Floorplan with the power grid:
Bar = 20 um. Pins as bars on the die edge.
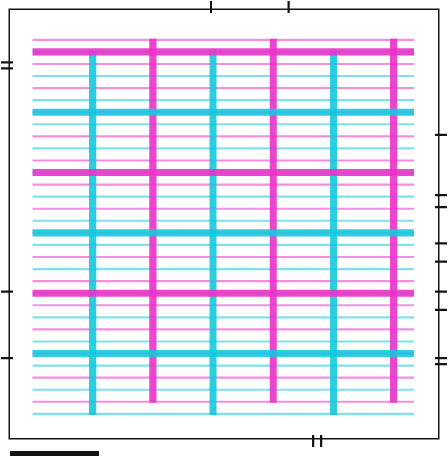
Placement by cell class:
Bar = 20 um.
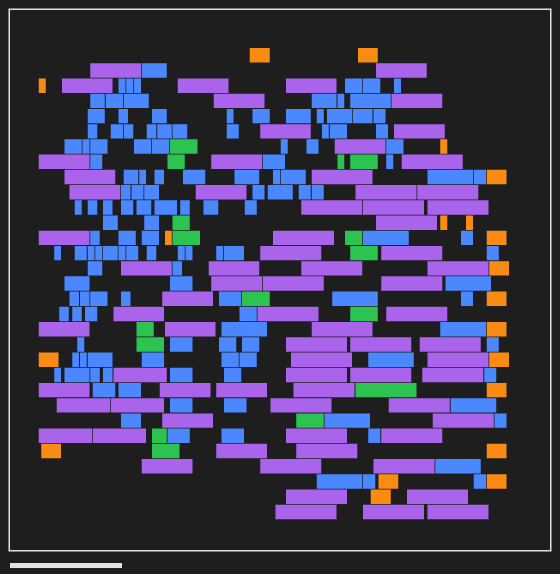
--- config.mk ---
export PLATFORM = sky130hd
export DESIGN_NAME = uart_rx_cfg
export DESIGN_NICKNAME = d
export VERILOG_FILES = /design/src/rtl/uart_rx_cfg.sv
export SDC_FILE = /design/constraint.sdc
export NUM_CORES = 1
export LEC_CHECK = 0
export CAP_MARGIN = 20
export CORE_MARGIN = 5
export CORE_UTILIZATION = 44
export CTS_CLUSTER_DIAMETER = 80
export DETAILED_ROUTE_END_ITERATION = 10
export GPL_TIMING_DRIVEN = 0
export MAX_ROUTING_LAYER = met4
export RECOVER_POWER = 100
export SKIP_LAST_GASP = 1
export SYNTH_ARGS = -nofsm -noshare
export SYNTH_HDL_FRONTEND = slang
export SYNTH_SLANG_ARGS = --single-unit
--- constraint.sdc ---
create_clock -name uart_clock -period 7.2 [get_ports uart_clock]
set_clock_uncertainty 0.1 [all_clocks]
set_input_delay 1.44 -clock uart_clock [delete_from_list [all_inputs] [get_ports uart_clock]]
set_output_delay 1.44 -clock uart_clock [all_outputs]
set_load 0.05 [all_outputs]
--- src/rtl/uart_rx_cfg.sv ---
// rtl/uart_rx_cfg.sv - parametrised UART receiver with majority vote and FWFT receive FIFO
module uart_rx_cfg #(
    parameter logic [27:0] CLOCK_FREQ  = 28'd50000000,
    parameter logic [23:0] BAUD_RATE   = 24'd4000000,
    parameter int          DATA_BITS   = 8,
    parameter int          PARITY_MODE = 0,
    parameter int          STOP_BITS   = 1,
    parameter int          FIFO_DEPTH  = 4
) (
    input  logic                 uart_clock,
    input  logic                 uart_reset,
    input  logic                 uart_d_in,
    input  logic                 uart_ready,
    output logic [DATA_BITS-1:0] uart_d_out,
    output logic                 uart_valid,
    output logic                 uart_parity_err,
    output logic                 uart_frame_err,
    output logic                 uart_overrun,
    output logic                 uart_busy
);
    localparam int PULSE = int'(CLOCK_FREQ / BAUD_RATE);
    localparam int HALF  = PULSE / 2;
    localparam int CW    = $clog2(PULSE);
    localparam int AW    = $clog2(FIFO_DEPTH);
    localparam int CNW   = AW + 1;
    localparam int WW    = DATA_BITS + 2;

    localparam logic [CW-1:0]  CNT_S0   = CW'(HALF - 1);
    localparam logic [CW-1:0]  CNT_S1   = CW'(HALF);
    localparam logic [CW-1:0]  CNT_VOTE = CW'(HALF + 1);
    localparam logic [CW-1:0]  CNT_END  = CW'(PULSE - 1);
    localparam logic [3:0]     LAST_DATA = 4'(DATA_BITS - 1);
    localparam logic [3:0]     LAST_STOP = 4'(STOP_BITS - 1);
    localparam logic [CNW-1:0] DEPTH_C  = CNW'(FIFO_DEPTH);
    localparam logic           PAR_ODD  = (PARITY_MODE == 1);

    typedef enum logic [2:0] {S_IDLE, S_START, S_DATA, S_PARITY, S_STOP} state_t;

    logic sync1_q, rxs_q, rxs_prev_q;

    always_ff @(posedge uart_clock or negedge uart_reset) begin
        if (!uart_reset) begin
            sync1_q    <= 1'b1;
            rxs_q      <= 1'b1;
            rxs_prev_q <= 1'b1;
        end else begin
            sync1_q    <= uart_d_in;
            rxs_q      <= sync1_q;
            rxs_prev_q <= rxs_q;
        end
    end

    state_t               state_q, state_d;
    logic [CW-1:0]        cnt_q, cnt_d;
    logic [3:0]           bit_q, bit_d;
    logic [DATA_BITS-1:0] shift_q, shift_d;
    logic                 v0_q, v0_d, v1_q, v1_d;
    logic                 perr_q, perr_d, ferr_q, ferr_d;
    logic                 vote, at_vote, at_end, push;
    logic [WW-1:0]        push_word;

    // The third vote sample is the live value, so the bit resolves on the HALF+1 cycle.
    assign vote    = (v0_q & v1_q) | (v0_q & rxs_q) | (v1_q & rxs_q);
    assign at_vote = (cnt_q == CNT_VOTE);
    assign at_end  = (cnt_q == CNT_END);

    always_comb begin
        state_d   = state_q;
        cnt_d     = '0;
        bit_d     = bit_q;
        shift_d   = shift_q;
        v0_d      = v0_q;
        v1_d      = v1_q;
        perr_d    = perr_q;
        ferr_d    = ferr_q;
        push      = 1'b0;
        push_word = {ferr_q | ~vote, perr_q, shift_q};
        if (state_q != S_IDLE) begin
            cnt_d = at_end ? '0 : cnt_q + CW'(1);
            if (cnt_q == CNT_S0) v0_d = rxs_q;
            if (cnt_q == CNT_S1) v1_d = rxs_q;
        end
        case (state_q)
            S_IDLE: begin
                if (rxs_prev_q && !rxs_q) begin
                    state_d = S_START;
                    bit_d   = '0;
                    perr_d  = 1'b0;
                    ferr_d  = 1'b0;
                end
            end
            S_START: begin
                if (at_vote && vote) begin
                    state_d = S_IDLE;
                end else if (at_end) begin
                    state_d = S_DATA;
                    bit_d   = '0;
                end
            end
            S_DATA: begin
                if (at_vote) shift_d = {vote, shift_q[DATA_BITS-1:1]};
                if (at_end) begin
                    if (bit_q == LAST_DATA) begin
                        state_d = (PARITY_MODE != 0) ? S_PARITY : S_STOP;
                        bit_d   = '0;
                    end else begin
                        bit_d = bit_q + 4'd1;
                    end
                end
            end
            S_PARITY: begin
                if (at_vote) perr_d = ((^shift_q) ^ vote) != PAR_ODD;
                if (at_end) begin
                    state_d = S_STOP;
                    bit_d   = '0;
                end
            end
            S_STOP: begin
                if (at_vote) begin
                    ferr_d = ferr_q | ~vote;
                    if (bit_q == LAST_STOP) begin
                        push    = 1'b1;
                        state_d = S_IDLE;
                    end
                end
                if (at_end && state_d != S_IDLE) bit_d = bit_q + 4'd1;
            end
            default: state_d = S_IDLE;
        endcase
    end

    always_ff @(posedge uart_clock or negedge uart_reset) begin
        if (!uart_reset) begin
            state_q <= S_IDLE;
            cnt_q   <= '0;
            bit_q   <= '0;
            shift_q <= '0;
            v0_q    <= 1'b1;
            v1_q    <= 1'b1;
            perr_q  <= 1'b0;
            ferr_q  <= 1'b0;
        end else begin
            state_q <= state_d;
            cnt_q   <= cnt_d;
            bit_q   <= bit_d;
            shift_q <= shift_d;
            v0_q    <= v0_d;
            v1_q    <= v1_d;
            perr_q  <= perr_d;
            ferr_q  <= ferr_d;
        end
    end

    logic [WW-1:0]  mem_q [FIFO_DEPTH];
    logic [AW-1:0]  wr_q, rd_q;
    logic [CNW-1:0] count_q;
    logic           overrun_q, pop, push_ok;
    logic [WW-1:0]  head;

    assign uart_valid = (count_q != '0);
    assign pop        = uart_valid & uart_ready;
    assign push_ok    = push & ((count_q != DEPTH_C) | pop);

    always_ff @(posedge uart_clock or negedge uart_reset) begin
        if (!uart_reset) begin
            wr_q      <= '0;
            rd_q      <= '0;
            count_q   <= '0;
            overrun_q <= 1'b0;
        end else begin
            if (push_ok) wr_q <= wr_q + AW'(1);
            if (pop)     rd_q <= rd_q + AW'(1);
            count_q   <= count_q + CNW'(push_ok) - CNW'(pop);
            overrun_q <= push & ~push_ok;
        end
    end

    always_ff @(posedge uart_clock) begin
        if (push_ok) mem_q[wr_q] <= push_word;
    end

    assign head            = mem_q[rd_q];
    assign uart_d_out      = uart_valid ? head[DATA_BITS-1:0] : '0;
    assign uart_parity_err = uart_valid & head[DATA_BITS];
    assign uart_frame_err  = uart_valid & head[DATA_BITS+1];
    assign uart_overrun    = overrun_q;
    assign uart_busy       = (state_q != S_IDLE);
endmodule
==> impl_metrics.yaml <==
# physical design summary
cells_and_area:
  drive_gt1_share_pct: 18.3
  ff_latch_area_um2: 2060
  n_clock_buffer: 9
  lay_top_cells: "edfxtp_1 (40), dfrtp_1 (29), dlygate4sd3_1 (14), inv_1 (13), ha_1 (11)"
  lay_top_count: "edfxtp_1"
  reg_top3: "mem_q (40), shift_q (8)"
  final-nonclk-buf-share_pct: 4.50
pwr:
  maxPowerGroup: "registers"
  seq_cell_power_w: 0.000540
  powerClk_w: 0.000320
  p_sw_share_pct: 36.6
  internal_power_w: 0.000848
  leakagePower_nw: 1.43
job:
  cap_viol_max_count: 1
yosys:
  simple_gate_share_pct: 12.3
  mux_area_share_pct: 10.9
  synth-edff-count: 40
  floorplan.nets: 235
  post_synth_num_cell_types: 47
  avgSynthCellArea_um2: 15.0
  yosys_area_um2: 3290
  top_cell_area_share_pct: 36.5
  synthTopCellsByCount: "edfxtp_1 (40), dfrtp_1 (29), and2_1 (17)"
  syn_inst: 219
  syn_area_um2: 3290
  synth-xor-area-share_pct: 3.61
  yosys_warnings: 0
routing:
  via_per_inst: 5.05
sta:
  fin_setup_tns_ns: 0
  slew_viol_final: 35
  period_used_pct: 62.1
  setup_viol: 0
  finalHoldViolations: 0
  fin_ws_ns: 2.73
floorplanning:
  die_w_um: 96.5
  die-area_um2: 9310
global_routing:
  met3_usage_pct: 2.79
  grt_overflow: 0
  grtUsageMet1_pct: 16.7
  grtUsageMet2_pct: 20.2
clock_network:
  cts_sinks: 74
worst_hold_path:
  min_path_cells: 0
status:
  status: "finished, violations left"
  violations: "capacitance limit, slew limit"
setup_path:
  crit_end: "uart_d_out[7]"
-- 'floorplan with the power grid' (at the start) --
legend:
  magenta:
    net: VDD
  cyan:
    net: VSS
met5 straps: 6
rows: 31
Die H: 96.5 um
peak supply drop: 160 uV
core region area: 7250 um2

-- 'placement by cell class' (at the start) --
legend:
  orange:
    class: other buffers and delay cells
    cells: 20
    share_of_their_area: 4.7%
  blue:
    class: combinational and other logic
    cells: 141
    share_of_their_area: 33%
  green:
    class: clock drivers and dummy loads
    cells: 16
    share_of_their_area: 5.5%
  purple:
    class: flops
    cells: 74
    share_of_their_area: 57%
# rows: 31
Layout Utilization: 51.8%
post-route cell area: 3750 um2

Power figures rest on the tool's default switching activity, not on a simulated workload.
